==> config.mk <==
export PLATFORM = sky130hd
export DESIGN_NAME = relu_maxpool_13_2_20
export DESIGN_NICKNAME = d
export VERILOG_FILES = /design/src/rtl/cnn_pkg.sv /design/src/rtl/pool_window_ctr.sv /design/src/rtl/relu_maxpool_13_2_20.sv
export SDC_FILE = /design/constraint.sdc
export NUM_CORES = 1
export LEC_CHECK = 0
export CAP_MARGIN = 15
export CELL_PAD_IN_SITES_DETAIL_PLACEMENT = 1
export CELL_PAD_IN_SITES_GLOBAL_PLACEMENT = 2
export CORE_ASPECT_RATIO = 1.5
export CORE_MARGIN = 2
export CORE_UTILIZATION = 35
export DETAILED_ROUTE_END_ITERATION = 10
export PLACE_DENSITY = 0.9
export REMOVE_ABC_BUFFERS = 1
export SYNTH_ARGS = -nofsm -noshare
export SYNTH_HDL_FRONTEND = slang
export SYNTH_SLANG_ARGS = --single-unit
==> constraint.sdc <==
create_clock -name clk -period 6 [get_ports clk]
set_clock_uncertainty 0.15 [all_clocks]
set_input_delay 1.2 -clock clk [delete_from_list [all_inputs] [get_ports clk]]
set_output_delay 1.2 -clock clk [all_outputs]
set_load 0.005 [all_outputs]
==> src/rtl/cnn_pkg.sv <==
// Shared CNN datapath defaults and helpers for the pooling stage.
package cnn_pkg;

    localparam int unsigned T_DEF = 20;
    localparam int unsigned L_DEF = 13;
    localparam int unsigned W_DEF = 2;

    // Position of the current sample inside its pooling window.
    typedef enum logic [1:0] {
        WIN_OPEN  = 2'd0,
        WIN_MID   = 2'd1,
        WIN_CLOSE = 2'd2
    } win_pos_e;

    function automatic int unsigned ceil_div(input int unsigned l, input int unsigned w);
        return (l + w - 1) / w;
    endfunction

endpackage

==> src/rtl/pool_window_ctr.sv <==
// Tracks vector position p and window position k; flags window open/close.
module pool_window_ctr
    import cnn_pkg::*;
#(
    parameter int unsigned L = L_DEF,
    parameter int unsigned W = W_DEF
) (
    input  logic clk,
    input  logic reset,
    input  logic adv,
    output logic first,
    output logic close
);

    localparam int unsigned PW = (L > 1) ? $clog2(L) : 1;
    localparam int unsigned KW = $clog2(W);

    logic [PW-1:0] p;
    logic [KW-1:0] k;
    logic          last_p;
    win_pos_e      pos;

    assign last_p = (p == PW'(L - 1));

    always_comb begin
        pos = WIN_MID;
        if ((k == KW'(W - 1)) || last_p)
            pos = WIN_CLOSE;
        else if (k == '0)
            pos = WIN_OPEN;
    end

    // A single-sample tail window is both the first and the closing sample.
    assign first = (k == '0);
    assign close = (pos == WIN_CLOSE);

    always_ff @(posedge clk) begin
        if (reset) begin
            p <= '0;
            k <= '0;
        end else if (adv) begin
            p <= last_p ? '0 : p + PW'(1);
            k <= close ? '0 : k + KW'(1);
        end
    end

endmodule

==> src/rtl/relu_maxpool_13_2_20.sv <==
// Streaming max-pool (stride = window) with optional ReLU, enabled by macro RELU_EN.
module relu_maxpool_13_2_20
    import cnn_pkg::*;
#(
    parameter int unsigned T = T_DEF,
    parameter int unsigned L = L_DEF,
    parameter int unsigned W = W_DEF
) (
    input  logic                clk,
    input  logic                reset,
    input  logic signed [T-1:0] x_data,
    input  logic                x_valid,
    output logic                x_ready,
    output logic signed [T-1:0] y_data,
    output logic                y_valid,
    input  logic                y_ready
);

    logic                accept;
    logic                first;
    logic                close;
    logic signed [T-1:0] run_max;
    logic signed [T-1:0] win_max;
    logic signed [T-1:0] y_next;

    assign x_ready = !y_valid || y_ready;
    assign accept  = x_valid && x_ready;

    pool_window_ctr #(
        .L (L),
        .W (W)
    ) u_ctr (
        .clk   (clk),
        .reset (reset),
        .adv   (accept),
        .first (first),
        .close (close)
    );

    always_comb begin
        win_max = x_data;
        if (!first && (run_max > x_data))
            win_max = run_max;
    end

`ifdef RELU_EN
    assign y_next = win_max[T-1] ? '0 : win_max;
`else
    assign y_next = win_max;
`endif

    always_ff @(posedge clk) begin
        if (reset) begin
            run_max <= '0;
            y_data  <= '0;
            y_valid <= 1'b0;
        end else begin
            if (accept)
                run_max <= win_max;
            // A closing window in the transfer cycle keeps y_valid high with the new result.
            if (accept && close) begin
                y_data  <= y_next;
                y_valid <= 1'b1;
            end else if (y_valid && y_ready) begin
                y_valid <= 1'b0;
            end
        end
    end

endmodule

### PDN straps and rails

Bar = 20 µm. Pins as bars on the die edge.
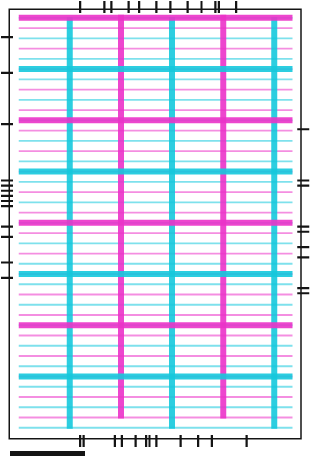
magenta -> VDD
cyan -> VSS
met1 rails = 41
met5 straps = 8
met4 straps = 5
signal pins = 46
rows = 40
area of the placeable core: 7910 µm²
maximum ir drop on the vdd rail: 0.000143 V
vertical extent of the die: 114 µm
width of the chip: 77.1 µm

### Cells colored by class

Bar = 20 µm.
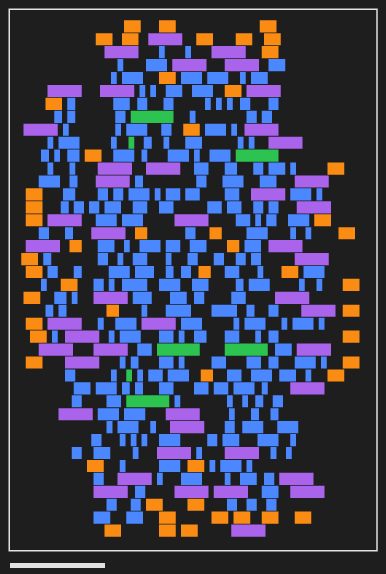
green -> clock drivers and dummy loads  # cells 7, share of their area 4.0%
orange -> other buffers and delay cells  # cells 52, share of their area 15%
purple -> flip-flops  # cells 46, share of their area 28%
blue -> all other logic  # cells 243, share of their area 53%
number of standard-cell rows in the floorplan: 40
final standard cell area without fillers: 3460 µm²

### Routed clock nets over the placement

Bar = 20 µm.
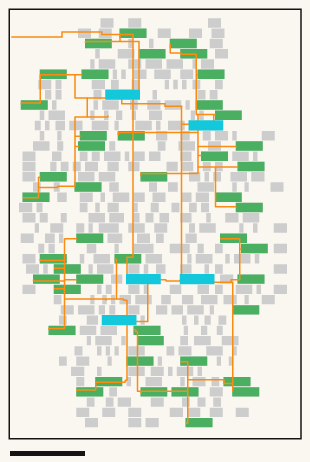
green -> flip-flops  # count 46
orange -> clock wires  # length 707 µm
cyan -> cells driving clock nets  # count 5
routed clock nets = 6
clk pwr: 0.269 mW
clock network power share: 35.1%
clock latency at the later pin of the worst-skew pair: 290 ps

### Routed metal, one color a layer

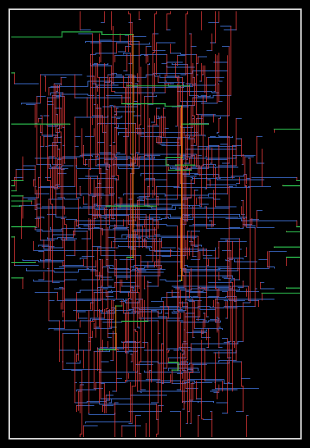
red -> met2  # wire length 4,080 µm
green -> met3  # wire length 214 µm
blue -> met1  # wire length 3,140 µm
orange -> met4  # wire length 117 µm
vias after detailed routing: 2,409
average wire per standard cell: 16.7 µm

### Routing congestion map

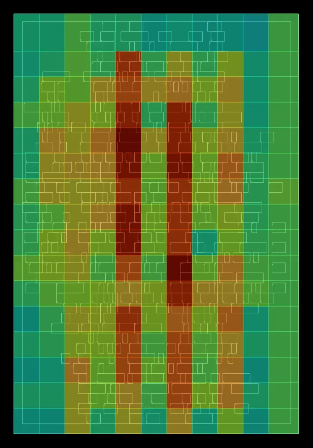
Global Route met2 Usage: 34.6%
core occupancy in the finished layout: 43.7%
busiest layer in global routing: met2
aggregate global-route resource usage: 18.0%
GRT met3 Usage: 2.69%

==> writeup.txt <==
Looking at the max-slew report, the worst-margin pin has a slew of 748 ps. In the Yosys report the total cell count is 310. The number of setup buffers added after CTS is 0. Combinational logic is responsible for 20.4% of the overall power. By area the synthesized netlist is led by dfxtp_1 33%, ha_1 9.8%, o211ai_2 9.4%, nand2b_1 9.2%, mux2i_1 7.1%.

The first global-routing pass estimated 12,400 µm of wire. The most critical hold endpoint after final layout shows a slack of 314 ps. Clock-pin slew was measured on the worst setup and hold paths at 60 ps. The design draws 0.765 mW. Cell kind with the greatest summed area: logic gates.

Yosys reported a register bit count of 46. With the fraction of synthesized cell area in xor and xnor cells at 0%, the top cell type's share of synthesized area is 32.9%. The clock period could shrink to 4360 ps. In this run the mean area of a mapped cell was 9.04 µm². The run gives 8750 µm² for the area of the die.

The flow ran to the end, and the final reports show no timing, DRC or antenna violations. OpenSTA, run right after detailed placement, puts the worst setup slack at 1380 ps. Per the layout report, the design carries 955 filler cells. The critical path runs through a total of 11 cells. Data arrival time of the critical path: 4370 ps. The largest registers in the layout are run_max: 20 flops, y_data: 20 flops, u_ctr.p: 4 flops. The count of unique library cells instantiated by Yosys came out at 34. With the sequential logic power at 0.340 mW, the share of total power consumed by net switching is 28.2%. Per the detailed-route log, wirelength across all metal layers totals 7550 µm. The most critical min-delay path falls under flip-flop to flip-flop. Of the total synthesized cell area, the portion taken by AND-OR and OR-AND cells is 22.9%. Measured against the total synthesized area, the mux share comes to 7.14%. Worst min-delay path startpoint: y_data[6]$_SDFFE_PP0P_. The run gives 105 for the number of tap cells added at floorplan.

Of all the cell area in the finished design, non-clock buffers hold 14.5%. Summed over all instances, the cell type with the most area after synthesis is dfxtp_1. The count of flip-flops and latches was 46; the number of hold buffers added after cts was 0. The worst relative slew slack was 50.0%; the met1 wire length was 3140 µm. According to the report, the first pass of detailed routing completed in 7 iterations. The layout net count came out at 394. The count of flip-flops with a built-in enable after synthesis was 0; the power spent charging and discharging nets was 0.216 mW. Of the total standard cell area in the layout, the sequential portion is 26.6%.

The final timing report lists a max-slew violation count of 0. After synthesis, the most frequently instantiated cells are 50 x nand2_1, 46 x dfxtp_1, 41 x nand2b_1. Post-CTS repair changed the size of 0 cells.

The clock tree has to reach 46 sinks. For this run, the chip area from Yosys synthesis comes to 2800 µm². Flip-flop cell with the highest count after synthesis: dfxtp_1.

The TritonCTS buffer count is 5, and the share of final-layout standard cells stronger than drive strength 1 is 12.1%. The highest signal layer in the routed design is met4. The endpoint of the worst hold-timing path was y_data[6]$_SDFFE_PP0P_.

The tools report the number of antenna-violating nets in the routed design as 0. The leakage component of the power was 1.45 nW; the number of buffer cells added on primary ports was 45. The most common logic cells in the final layout are 50 x nand2_1, 46 x dfxtp_1, 45 x clkdlybuf4s50_1.

For the maximum buffer depth of the clock tree, the log shows 2. Buffer cell driving the clock tree root: clkbuf_16. Based on the critical path, the design can be clocked at up to 0.229 GHz. The critical path in the final layout is reported with a setup slack of 1640 ps. The final report lists a non-filler cell total of 453. The largest individual stage delay along the critical path comes from the cell clkdlybuf4s50_1. For the via count of the first global-routing pass, the log shows 2,523. The detailed-routed wire length on met3 is 214 µm, and the portion of the layout cell area used by clock cells is 3.84%. Share of power burned in registers: 44.4%. The number of warnings reported in the stage logs is 26. The worst endpoint required time is 6010 ps, and the gate count of the mapped netlist is 310. The synthesis report lists the Yosys warning total as 0. The inverter count came out at 23. Global routing used 19.9% of the available met1 tracks. The tools report the number of violations of the max-capacitance limit as 0. Kind of cell with the highest combined delay on the critical path: buffers and inverters.

The area taken by sequential standard cells is reported as 921 µm². Counting only logic cells after layout, the most numerous master is nand2_1. Per the summary, power density relative to cell area is 221 nW/µm².

For the post-synthesis sequential area ratio, the log shows 32.9%. The tools report the overall overflow remaining after global route as 0. Highest cell delay on the worst timing path: 520 ps. Source of the worst register-to-register timing path: run_max[19]$_SDFFE_PP0P_. The growth of design area from synthesis to finish was 23.4%. Setup repair after global routing left no endpoint under its margin.

For this run, the final setup violation count is recorded as 0. The number of antenna violations at the first check in global routing came out at 0. The synthesized netlist devotes 9.82% of its cell area to adder and majority cells. The cell-mix breakdown from Yosys lists the simple-gate area share as 20.1%. The worst setup path is of the primary input to flip-flop kind.

Summing all multi-input logic gate instances after layout gives 1680 µm². The worst hold path was traced through 2 stages. The routed design shows a via density per instance of 5.32. The H-tree generated during clock tree synthesis spans 2 levels.

The signal on the critical path passes through clkdlybuf4s50_1 > inv_1 > ha_1 > and4_4 > and4_4 > a21oi_1 > nand2_1 > buf_4 > o21a_1 > buf_4 > o211ai_2. The run gives 446 as the number of placed instances with taps included. The logs give 102 for the DRC violation total after the first TritonRoute iteration and 0.156 mW for the power attributed to combinational cells. Among the non-sequential cells, AND-OR/OR-AND gates take the most area.

STA classifies the critical path endpoint as a flip-flop. The met2 layer wire length in the routed design was 4080 µm; the share of the core filled by cells before placement was 35.4%. The run gives 2810 ps as the reg2reg setup slack.

TritonCTS built the clock tree. The number of non-clock buffers in the layout came out at 52. Entering global routing, the biggest net connects 33 pins.

At the end of routability-driven placement, the weighted congestion stood at 0.753. The start point of the critical path is x_data[19]. For the remaining design rule violation count, the log shows 0. The HPWL after detailed placement is 5530 µm. The final layout reports a setup TNS of 0 ps. Summing every instance area after synthesis gives 2800 µm².

Measured in cells, the most critical reg-to-reg path has a length of 9. Multi-input combinational cells in the finished layout were counted as 220. In this run the cell area measured after placement is 3330 µm².

During I/O placement, the number of pins put on the boundary was 46. Across the whole layout, multi-input logic makes up 48.7% of the cell area. STA classifies the critical path startpoint as a primary input. With the design internal power at 0.549 mW, the share of flip-flops with an asynchronous set or reset after synthesis is 0%.
Power is estimated from default activity; no workload was simulated.
